### src/rtl/serial_add_pkg.sv
// Purpose : shared types and constants for the bit-serial adder controller.
// Latency : n/a (package only).
// Backpressure: n/a (package only).
//
// Contents: controller state encoding, default operand width and the
// bit-counter width helper used to size the RUN-phase counter.
package serial_add_pkg;

  // Default operand/sum width used when the top is instantiated without override.
  localparam int SA_DEF_WIDTH = 8;

  // Controller states. Explicit encodings keep waveforms and any legacy
  // decode logic stable across tool versions.
  typedef enum logic [1:0] {
    ST_IDLE = 2'd0,
    ST_RUN  = 2'd1,
    ST_DONE = 2'd2
  } state_e;

  // Width of a counter that must reach w-1. Clamped to at least one bit so
  // the counter is always a legal vector.
  function automatic int cnt_width(input int w);
    if (w < 2) begin
      return 1;
    end
    return $clog2(w);
  endfunction

endpackage : serial_add_pkg

### src/rtl/full_adder.sv
// Purpose : single-bit full adder, the shared datapath cell of the serial adder.
// Latency : purely combinational, zero cycles.
// Backpressure: none; outputs follow inputs continuously.
//
// Ports:
//   a_i, b_i : addend bits
//   c_i      : carry in
//   s_o      : sum bit
//   co_o     : carry out
module full_adder (
  input  logic a_i,
  input  logic b_i,
  input  logic c_i,
  output logic s_o,
  output logic co_o
);

  logic half_s;

  assign half_s = a_i ^ b_i;
  assign s_o    = half_s ^ c_i;
  // Generate when both addend bits are set, propagate the incoming carry
  // when exactly one is set.
  assign co_o   = (a_i & b_i) | (c_i & half_s);

endmodule : full_adder

### src/rtl/serial_add_ctrl.sv
// Purpose : bit-serial WIDTH-bit unsigned adder sharing one full_adder, LSB first.
// Latency : WIDTH cycles from start acceptance to the done_out cycle; WIDTH+2 per add.
// Backpressure: start_in is only taken while ready_out=1; starts seen while busy are dropped.
//
// Ports:
//   clk_in    : clock, rising edge
//   rst_in    : synchronous active-high reset (wins over start_in)
//   start_in  : add request, accepted when ready_out=1
//   a_in/b_in : operands, sampled on acceptance only
//   c_in      : carry-in, sampled on acceptance only
//   ready_out : high while idle
//   done_out  : one-cycle pulse when sum_out/carry_out hold a fresh result
//   sum_out   : WIDTH-bit sum, held until the next publish
//   carry_out : final carry, held with sum_out
//   ovf_out   : two's-complement overflow, only when SERIAL_ADD_OVF_EN is defined
//
// Build option: define SERIAL_ADD_OVF_EN to add the ovf_out port and its logic.
module serial_add_ctrl
  import serial_add_pkg::*;
#(
  parameter int WIDTH = SA_DEF_WIDTH
) (
  input  logic             clk_in,
  input  logic             rst_in,
  input  logic             start_in,
  input  logic [WIDTH-1:0] a_in,
  input  logic [WIDTH-1:0] b_in,
  input  logic             c_in,
  output logic             ready_out,
  output logic             done_out,
  output logic [WIDTH-1:0] sum_out,
  output logic             carry_out
`ifdef SERIAL_ADD_OVF_EN
  ,
  output logic             ovf_out
`endif
);

  localparam int CW = cnt_width(WIDTH);
  localparam logic [CW-1:0] CNT_LAST = CW'(WIDTH - 1);

  // ---------------------------------------------------------------------------
  // State
  // ---------------------------------------------------------------------------
  state_e           state_q, state_d;
  logic [WIDTH-1:0] a_sh_q, a_sh_d;
  logic [WIDTH-1:0] b_sh_q, b_sh_d;
  // Holds the WIDTH-1 most recently produced sum bits. The final bit comes
  // straight from the adder on the publish edge, so a full WIDTH-bit shift
  // register would carry one bit that is never read.
  logic [WIDTH-2:0] sum_sh_q, sum_sh_d;
  logic             carry_q, carry_d;
  logic [CW-1:0]    cnt_q, cnt_d;
  logic [WIDTH-1:0] sum_q, sum_d;
  logic             cout_q, cout_d;
`ifdef SERIAL_ADD_OVF_EN
  logic             ovf_q, ovf_d;
`endif

  // ---------------------------------------------------------------------------
  // Shared datapath cell
  // ---------------------------------------------------------------------------
  logic fa_s;
  logic fa_co;

  full_adder u_fa (
    .a_i  (a_sh_q[0]),
    .b_i  (b_sh_q[0]),
    .c_i  (carry_q),
    .s_o  (fa_s),
    .co_o (fa_co)
  );

  // Sum bits including the one being produced this cycle, MSB-aligned.
  // On the last RUN cycle this is the complete result.
  logic [WIDTH-1:0] sum_full;
  assign sum_full = {fa_s, sum_sh_q};

  // ---------------------------------------------------------------------------
  // Next-state logic
  // ---------------------------------------------------------------------------
  always_comb begin
    state_d  = state_q;
    a_sh_d   = a_sh_q;
    b_sh_d   = b_sh_q;
    sum_sh_d = sum_sh_q;
    carry_d  = carry_q;
    cnt_d    = cnt_q;
    sum_d    = sum_q;
    cout_d   = cout_q;
`ifdef SERIAL_ADD_OVF_EN
    ovf_d    = ovf_q;
`endif

    case (state_q)
      ST_IDLE: begin
        if (start_in) begin
          a_sh_d   = a_in;
          b_sh_d   = b_in;
          carry_d  = c_in;
          sum_sh_d = '0;
          cnt_d    = '0;
          state_d  = ST_RUN;
        end
      end

      ST_RUN: begin
        a_sh_d   = a_sh_q >> 1;
        b_sh_d   = b_sh_q >> 1;
        // New bit enters at the MSB end; after WIDTH shifts the first
        // (LSB) result bit has reached position 0.
        sum_sh_d = sum_full[WIDTH-1:1];
        carry_d  = fa_co;
        if (cnt_q == CNT_LAST) begin
          sum_d   = sum_full;
          cout_d  = fa_co;
`ifdef SERIAL_ADD_OVF_EN
          // carry_q is the carry into the MSB on this final step.
          ovf_d   = carry_q ^ fa_co;
`endif
          state_d = ST_DONE;
        end else begin
          cnt_d = cnt_q + CW'(1);
        end
      end

      ST_DONE: begin
        state_d = ST_IDLE;
      end

      default: begin
        state_d = ST_IDLE;
      end
    endcase
  end

  // ---------------------------------------------------------------------------
  // Registers
  // ---------------------------------------------------------------------------
  always_ff @(posedge clk_in) begin
    if (rst_in) begin
      state_q  <= ST_IDLE;
      a_sh_q   <= '0;
      b_sh_q   <= '0;
      sum_sh_q <= '0;
      carry_q  <= 1'b0;
      cnt_q    <= '0;
      sum_q    <= '0;
      cout_q   <= 1'b0;
`ifdef SERIAL_ADD_OVF_EN
      ovf_q    <= 1'b0;
`endif
    end else begin
      state_q  <= state_d;
      a_sh_q   <= a_sh_d;
      b_sh_q   <= b_sh_d;
      sum_sh_q <= sum_sh_d;
      carry_q  <= carry_d;
      cnt_q    <= cnt_d;
      sum_q    <= sum_d;
      cout_q   <= cout_d;
`ifdef SERIAL_ADD_OVF_EN
      ovf_q    <= ovf_d;
`endif
    end
  end

  // ---------------------------------------------------------------------------
  // Outputs
  // ---------------------------------------------------------------------------
  assign ready_out = (state_q == ST_IDLE);
  assign done_out  = (state_q == ST_DONE);
  assign sum_out   = sum_q;
  assign carry_out = cout_q;
`ifdef SERIAL_ADD_OVF_EN
  assign ovf_out   = ovf_q;
`endif

endmodule : serial_add_ctrl
### config.mk
export PLATFORM = sky130hd
export DESIGN_NAME = serial_add_ctrl
export DESIGN_NICKNAME = d
export VERILOG_FILES = /design/src/rtl/serial_add_pkg.sv /design/src/rtl/full_adder.sv /design/src/rtl/serial_add_ctrl.sv
export SDC_FILE = /design/constraint.sdc
export NUM_CORES = 1
export LEC_CHECK = 0
export CAP_MARGIN = 20
export CELL_PAD_IN_SITES_DETAIL_PLACEMENT = 0
export CELL_PAD_IN_SITES_GLOBAL_PLACEMENT = 1
export CORE_MARGIN = 2
export CORE_UTILIZATION = 41
export CTS_BUF_LIST = sky130_fd_sc_hd__clkbuf_8
export DETAILED_ROUTE_END_ITERATION = 8
export MAX_ROUTING_LAYER = met4
export PLACE_DENSITY = 0.8
export SETUP_SLACK_MARGIN = 0.4
export SYNTH_ARGS = -nofsm -noshare
export SYNTH_HDL_FRONTEND = slang
export SYNTH_SLANG_ARGS = --single-unit
### constraint.sdc
create_clock -name clk_in -period 1.8 [get_ports clk_in]
set_input_delay 0.36 -clock clk_in [delete_from_list [all_inputs] [get_ports clk_in]]
set_output_delay 0.36 -clock clk_in [all_outputs]
set_load 0.01 [all_outputs]
Run 1, wires at chosen ports, followed through buffers:
The bar under the picture is 20 um long.
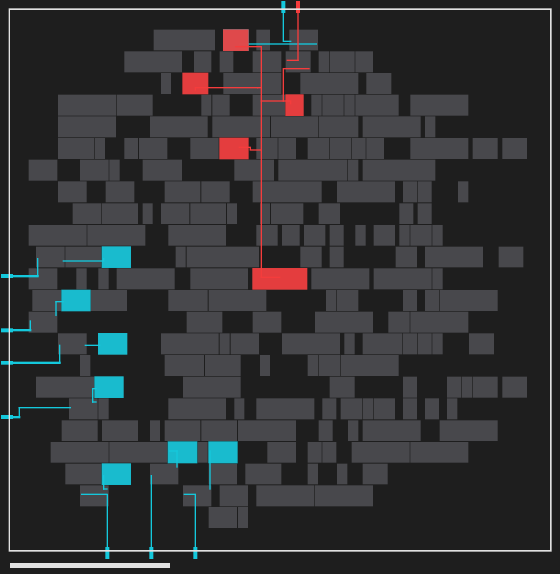
Key: cyan = b_in [direction input, edge 4 west, 3 south, 1 north, end cells 8, buffers 8, wire 88.2 um]; red = start_in [direction input, edge north, end cells 5, buffers 1, wire 64.9 um]
IO Count: 31
PortBufs: 30

Run 1, metal layers overlaid:
Two of the layers only.
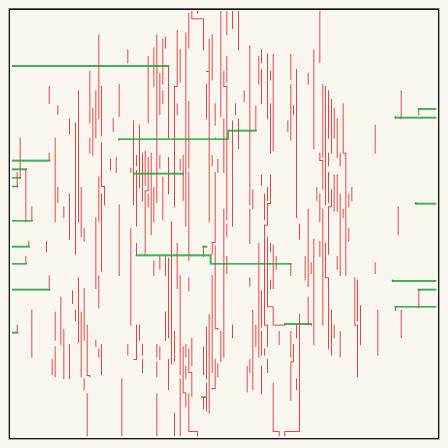
Key: red = met2 [wire length 1670 um]; green = met3 [wire length 137 um]
Post-Route WL: 3.25 mm
Via Count: 1254

Run 1, M1 wires:
Supply wires on this layer in gray.
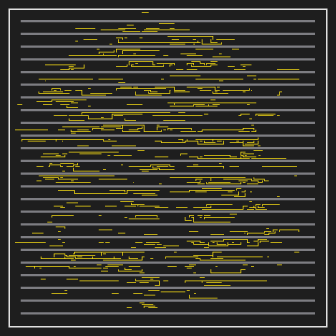
The layer holds 43% of the routed length. The layer carries 1400 um of wire. The longest straight run is 18.9 um.
met1 Resource Use GR: 18.7%

Run 1, zoomed window:
The bar under the picture is 10 um long. Window x 19 to 49, y 19 to 49 um. Cells in gray, sequential cells in the stronger gray; small squares are vias.
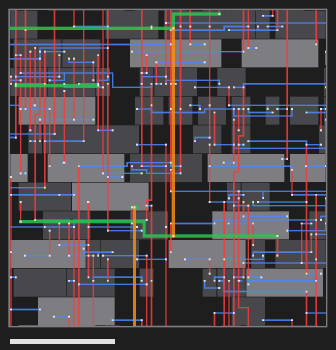
Key: green = met3; blue = met1; orange = met4; red = met2
Sequential cells in the window: 11. Most frequent: dfxtp_1 (10), nor2_1 (8). 51 logic cells have their middle in the window. Netlist names of flops here include a_sh_q (4), sum_sh_q (3).

==> impl_metrics.tcl, run 1 <==
# place-and-route summary
set metrics [dict create \
    grt_antenna_before_repair 0 \
    flop_cell "dfxtp_1" \
    seq_power_share_pct 50.9 \
    ys_cells 165 \
    yosysSeqAreaShare_pct 45.7 \
    whs_ns 0.452 \
    worstHoldStart "sum_out[4]" \
    holdPathEnd "sum_out[4]" \
    syn_inst 165 \
    initialDrtViolationCount 74 \
    root_buffer "clkbuf_8" \
    hold_class "flip-flop to flip-flop" \
    power.internal_mw 1.33 \
    post-route-min-period_ns 1.32 \
    grt_overflow_total 0 \
    synth.ff_latch_count 38 \
    power_density_nw_per_um2 820 \
    maxSlewViolCount 0 \
    grt_max_degree 31 \
    min_path_cells 2 \
    cts_tree "built" \
    relSlewSlack_pct 77.9 \
    clk_latency_ns 0.29 \
    clkTransAtPathRegs_ns 0.08 \
    cts_buffers 5 \
    layout_top_cells "dfxtp_1, nor2_1, clkdlybuf4s50_1" \
    status "finished, final reports clean" \
    common_cells "dfxtp_1, nor2_1, a211oi_2, mux2i_1, nand2_1" \
    warning_count 27 \
    nets 222 \
    area_leaders "dfxtp_1, a211oi_2, mux2i_1, nor2_1, a22oi_1" \
    required_ns 1.44 \
    antenna_left 0 \
    worst_setup_path_end_kind "output pin" \
    netSwitchingFraction_pct 25.4 \
    max-vdd-ir-drop_mv 0.430 \
    grt_pass1_wl_mm 5.67 \
    crit_type "flip-flop to output pin" \
    route.detailed.drc 0 \
    slowest_stage "dfxtp_4" \
    synth-edff-count 0 \
    place.gp.congestion 0.778 \
    syn_avg_cell_area_sq_um 10.1 \
    wl_met2_mm 1.67 \
    yosys-stat-area_sq_um 1660 \
    n_fill_cell 343 \
    cp.arrival_ns 0.96 \
    start_kind "flip-flop" \
    die_h_um 67.7 \
    rows 23 \
    cts_buffer_depth 2 \
    ys_types 25 \
    syn_area_sq_um 1660 \
    max_clock_freq_ghz 0.757 \
    crit_buf_inv 1 \
    busiest_layer "met2" \
]
==> run 1: state kept, by name (all words and copies together), names as in the netlist <==
signal / cells
a_sh_q: 8
b_sh_q: 8
sum_out: 8
sum_sh_q: 7
cnt_q: 3
state_q: 2
carry_out: 1
carry_q: 1
==> run 1: kinds of logic after synthesis <==
family,after synthesis,share of synthesized area [%]
simple gates,56,15.5
compound gates,39,21.3
flops,38,45.7
mux,15,9.03
buf+inv,14,5.72
fa+ha+maj,3,2.71
==> run 1: metrics by stage <==
| stage | total power, mW | utilization (%) | cells | area (sq um) | setup slack, ns |
|---|---|---|---|---|---|
| 5_1_grt | 1.87 | 55.2 | 250 | 2180 | 0.396 |
| 4_1_cts | 1.79 | 53.6 | 247 | 2110 | 0.343 |
| 3_3_place_gp | 1.17 | 50.7 | 239 | 2000 | 0.148 |
| 6_report | 1.78 | 55.2 | 250 | 2180 | 0.480 |
| 2_1_floorplan | 1.11 | - | 165 | 1660 | 0.536 |
| 3_5_place_dp | 1.18 | 50.7 | 239 | 2000 | 0.0651 |
==> run 1: repair_timing <==
action	CTS	global route
pin swaps	1	4
setup endpoints to repair	30	10
setup buffers	0	2
cloned	0	1
hold endpoints to repair	0	0
gates resized	24	9
==> run 1: area by class of cell <==
cell class	instances	area (sq um)	share of cell area, %
multi-input combinational	113	853	39.2
sequential	38	766	35.2
timing repair buffer	40	395	18.2
clock buffer	6	82.6	3.80
tap	50	62.6	2.88
clock inverter	2	12.5	0.575
inverter	1	3.75	0.173
==> run 1: power groups by stage <==
stage	Sequential [mW]	Clock [mW]	Combinational, mW
floorplan	0.918	0	0.189
global placement	0.923	0	0.248
detailed placement	0.926	0	0.256
CTS	0.907	0.621	0.263
global route	0.913	0.655	0.303
finish	0.908	0.603	0.273
==> run 1 -> run 2 <==
Settings changed: CORE_UTILIZATION 41 to 37, PLACE_DENSITY 0.8 to 0.76.
Clock period 1.8 ns to 1.1 ns, I/O delays scaled along.
Run 2, clock routing:
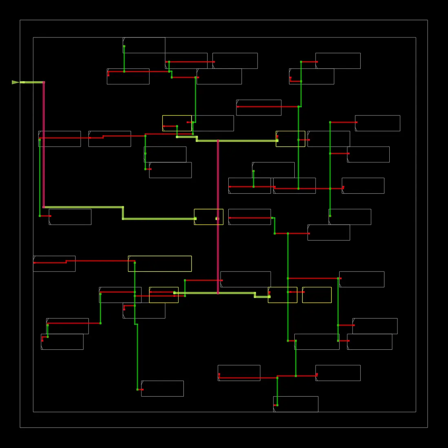
CTS Buf Count: 5
clkbuf count: 6
Flops: 38

==> run 2 against run 1 <==
  * The flow now finishes with violations (negative setup slack)
  * Clock power rose by 99%
  * Critical path type is now flip-flop to flip-flop
  * Sequential share of layout area fell by 4.9 points
  * Die area rose by 10%
  * Final area rose by 18%
  * Sequential power rose by 66%
  * Via count rose by 6.7%
  * Critical path depth rose by 3
  * Critical endpoint is now a_sh_q[6]
  * Global-route usage fell by 0.34 points
  * Core utilization rose by 3.9 points
  * Routed wire length rose by 15%
  * Synthesized area did not move
  * Synthesized cell count did not move
==> impl_metrics.tcl, run 2 <==
# place-and-route summary
set metrics [dict create \
    max-vdd-ir-drop_mv 0.697 \
    grt_antenna_before_repair 0 \
    hold_class "flip-flop to flip-flop" \
    synth.ff_latch_count 38 \
    syn_area_sq_um 1660 \
    max_clock_freq_ghz 0.795 \
    status "finished, violations left" \
    die_w_um 71.0 \
    common_cells "dfxtp_1, nor2_1, a211oi_2, mux2i_1, nand2_1" \
    rows 24 \
    worst_setup_path_end_kind "flip-flop" \
    grt_max_degree 35 \
    start_kind "flip-flop" \
    clk_latency_ns 0.29 \
    min_period_over_period_pct 114 \
    crit_buf_inv 3 \
    top_logic_kind "AND-OR/OR-AND gates" \
    relSlewSlack_pct 81.0 \
    power_mw 3.33 \
    violations "negative setup slack" \
    area_leaders "dfxtp_1, a211oi_2, mux2i_1, nor2_1, a22oi_1" \
    layout_top_cells "dfxtp_1, clkdlybuf4s50_1, nor2_4, a211oi_2, buf_6" \
    ys_sh_simple_pct 15.5 \
    ys_cells 165 \
    required_ns 1.30 \
    cts_buffer_depth 2 \
    adder_share_pct 2.71 \
    ys_sh_mux_pct 9.03 \
    whs_ns 0.464 \
    io_buffers 30 \
    slowest_stage "dfxtp_2" \
    post-route-min-period_ns 1.26 \
    placed_cell_area_sq_um 2370 \
    vias 1338 \
    syn_inst 165 \
    yosys-stat-area_sq_um 1660 \
    grtUsageTotal_pct 16.5 \
    num_io_pins 31 \
    ys_sh_aoi_pct 21.3 \
    grt_overflow_total 0 \
    setup_viol 39 \
    power_density_nw_per_um2 1300 \
    synth-edff-count 0 \
    route.detailed.drc 0 \
    n_fill_cell 371 \
    cp.arrival_ns 1.46 \
    maxSlewViolCount 0 \
    clkTransAtPathRegs_ns 0.08 \
    flop_cell "dfxtp_1" \
    place.gp.congestion 0.759 \
    nets 234 \
    root_buffer "clkbuf_8" \
    worst_slack_ns -0.158 \
    grt_pass1_wl_mm 6.33 \
    ys_types 25 \
    wl_mm 3.73 \
    final_core_util_pct 59.1 \
    syn_avg_cell_area_sq_um 10.1 \
    xor_share_pct 0 \
]
==> run 2: layout make-up <==
cell class                      count  area (sq um)  area share, %
Clock buffer                        6          82.6           3.21
Clock inverter                      1          30.0           1.17
Inverter                            1          3.75          0.146
Multi-Input combinational cell    113          1050           40.7
Sequential cell                    38           779           30.3
Tap cell                           52          65.1           2.53
Timing Repair Buffer               52           564           21.9
==> run 2: logic make-up (layout without fill, tap and decap cells) <==
logic type               Yosys count  after routing
AND-OR/OR-AND                     39             39
flip-flops                        38             38
multiplexers                      15             15
AND/OR/NAND/NOR                   56             56
buffers and inverters             14             60
adder cells (fa/ha/maj)            3              3
==> run 2: tightest hold or removal path, stage by stage, from the launching register on <==
cell,delay (ns)
dfxtp_2,0.33
nand2_1,0.05
a21oi_1,0.05
==> run 2: power breakdown <==
part / switching [mW] / internal (mW)
registers: 0.0656 / 1.44
clock network: 0.478 / 0.726
logic: 0.280 / 0.342
==> run 2: what timing repair did <==
item	in CTS	in global routing
gates resized	70	6
pin swaps	4	2
setup buffers	3	1
hold buffers	0	0
endpoints found under the setup margin	49	49
cloned	0	1
==> run 2: worst paths after layout <==
kind	cells after the start	start	to	slack, ns
hold / removal	2	sum_out[3]	sum_out[3]	0.46
hold reg to reg	2	sum_out[3]	sum_out[3]	0.46
setup / recovery	5	state_q[0]	a_sh_q[6]	-0.16
setup reg to reg	5	state_q[0]	a_sh_q[6]	-0.16
==> run 2: per-layer routing <==
| layer | global-route usage [%] | routed length (um) |
|---|---|---|
| met5 | - | 0 |
| met2 | 27.9 | 1920 |
| met3 | 4.56 | 135 |
| met1 | 18.9 | 1610 |
| met4 | 5.24 | 66 |
==> run 2 -> run 3 <==
Settings changed: GPL_ROUTABILITY_DRIVEN set to 0.
Run 3, zoomed window:
The bar under the picture is 10 um long. Window x 21 to 51, y 21 to 51 um. Cells in gray, sequential cells in the stronger gray; small squares are vias.
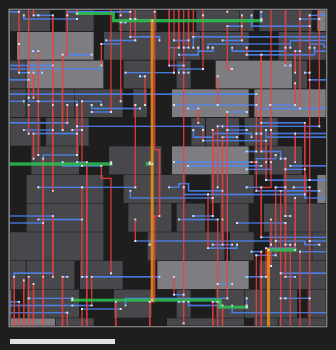
Key: red = met2; orange = met4; blue = met1; green = met3
Most frequent: nor2_1 (6), dfxtp_1 (6), buf_4 (6). Netlist names of flops here include a_sh_q (2), b_sh_q (2), sum_sh_q (2). 54 logic cells have their middle in the window. Sequential cells in the window: 7.

==> run 3 against run 2 <==
  * The run still ends with negative setup slack left
  * Critical path depth unchanged
  * Core utilization is the same
  * First-iteration DRC count is the same
  * Synthesized area did not move
  * Combinational power barely moved
  * Sequential power about the same
  * Sequential cell count unchanged
  * Clock power barely moved
==> impl_metrics.tcl, run 3 <==
# place-and-route summary
set metrics [dict create \
    grt_antenna_before_repair 0 \
    clkTransAtPathRegs_ns 0.08 \
    cts_buffers 5 \
    route.detailed.drc 0 \
    common_cells "dfxtp_1, nor2_1, a211oi_2, mux2i_1, nand2_1" \
    topRoutingLayerUsed "met4" \
    start_kind "flip-flop" \
    grt_overflow_total 0 \
    wl_mm 3.73 \
    max_clock_freq_ghz 0.795 \
    area_leaders "dfxtp_1, a211oi_2, mux2i_1, nor2_1, a22oi_1" \
    initialDrtViolationCount 66 \
    layout_top_cells "dfxtp_1, clkdlybuf4s50_1, nor2_4, a211oi_2, buf_6" \
    vias 1338 \
    power_density_nw_per_um2 1300 \
    required_ns 1.30 \
    cts_buffer_depth 2 \
    antenna_left 0 \
    hold_class "flip-flop to flip-flop" \
    violations "negative setup slack" \
    num_io_pins 31 \
    max-vdd-ir-drop_mv 0.697 \
    syn_inst 165 \
    grt_max_degree 35 \
    syn_avg_cell_area_sq_um 10.1 \
    maxSlewViolCount 0 \
    synth-edff-count 0 \
    grt_pass1_wl_mm 6.33 \
    hold_buffers 0 \
    io_buffers 30 \
    yosysSeqAreaShare_pct 45.7 \
    wl_met2_mm 1.92 \
    final_cells 263 \
    synth.ff_latch_count 38 \
    die_w_um 71.0 \
    worst_slack_ns -0.158 \
    status "finished, violations left" \
    crit_type "flip-flop to flip-flop" \
    warning_count 29 \
    met3_length_um 135 \
    met1_length_mm 1.61 \
    flop_cell "dfxtp_1" \
    relSlewSlack_pct 81.0 \
    cts_tree "built" \
    whs_ns 0.464 \
    setup_viol 39 \
    clk_latency_ns 0.29 \
    placed_cells 251 \
]
## run 3: cell counts in the layout (fill, tap and decap cells not counted)
No cell type changed its count.
## run 3: layer usage
layer  vias to the layer above  global-route usage, %
met2                        25                   27.9
met1                       630                   18.9
met3                         7                   4.56
li1                        676                      -
met4                         0                   5.24
met5                         -                      -
## run 3: final cells by class
type / instances / area, sq um
flip-flops and latches: 38 / 779
repair buffers: 52 / 564
fillers: 371 / 1780
clock inverters: 1 / 30.0
clock buffers: 6 / 82.6
well taps: 52 / 65.1
multi-input cells: 113 / 1050
inverters: 1 / 3.75
## run 3: cells by family (layout without fill, tap and decap cells)
group	count (synthesis)	after routing	synth area share, %
and+or+nand+nor	56	56	15.5
AOI/OAI and AO/OA	39	39	21.3
DFF	38	38	45.7
muxes	15	15	9.03
buffers and inverters	14	60	5.72
adders and majority gates	3	3	2.71
## run 3: worst paths after layout
path,start,slack (ns),cells after the start,endpoint
hold / removal,sum_out[3],0.46,2,sum_out[3]
hold reg to reg,sum_out[3],0.46,2,sum_out[3]
setup reg to reg,state_q[0],-0.16,5,a_sh_q[6]
setup / recovery,state_q[0],-0.16,5,a_sh_q[6]
## run 3: power by group
group / total, mW / switching [mW] / internal, mW / leakage [nW]
registers: 1.51 / 0.0656 / 1.44 / 0.317
clock network: 1.20 / 0.478 / 0.726 / 0.0573
logic: 0.622 / 0.280 / 0.342 / 0.580
## run 3: repair_timing
item,CTS,global route
endpoints found under the setup margin,49,49
setup buffers,3,1
endpoints found under the hold margin,0,0
resized,70,6
pin swaps,4,2
cloned,0,1
## run 3: critical path: stages (launching register included)
cell	delay (ns)
dfxtp_2	0.33
buf_12	0.13
buf_12	0.12
o21ba_4	0.22
buf_12	0.17
a211oi_2	0.20
Power figures rest on the tool's default switching activity, not on a simulated workload.
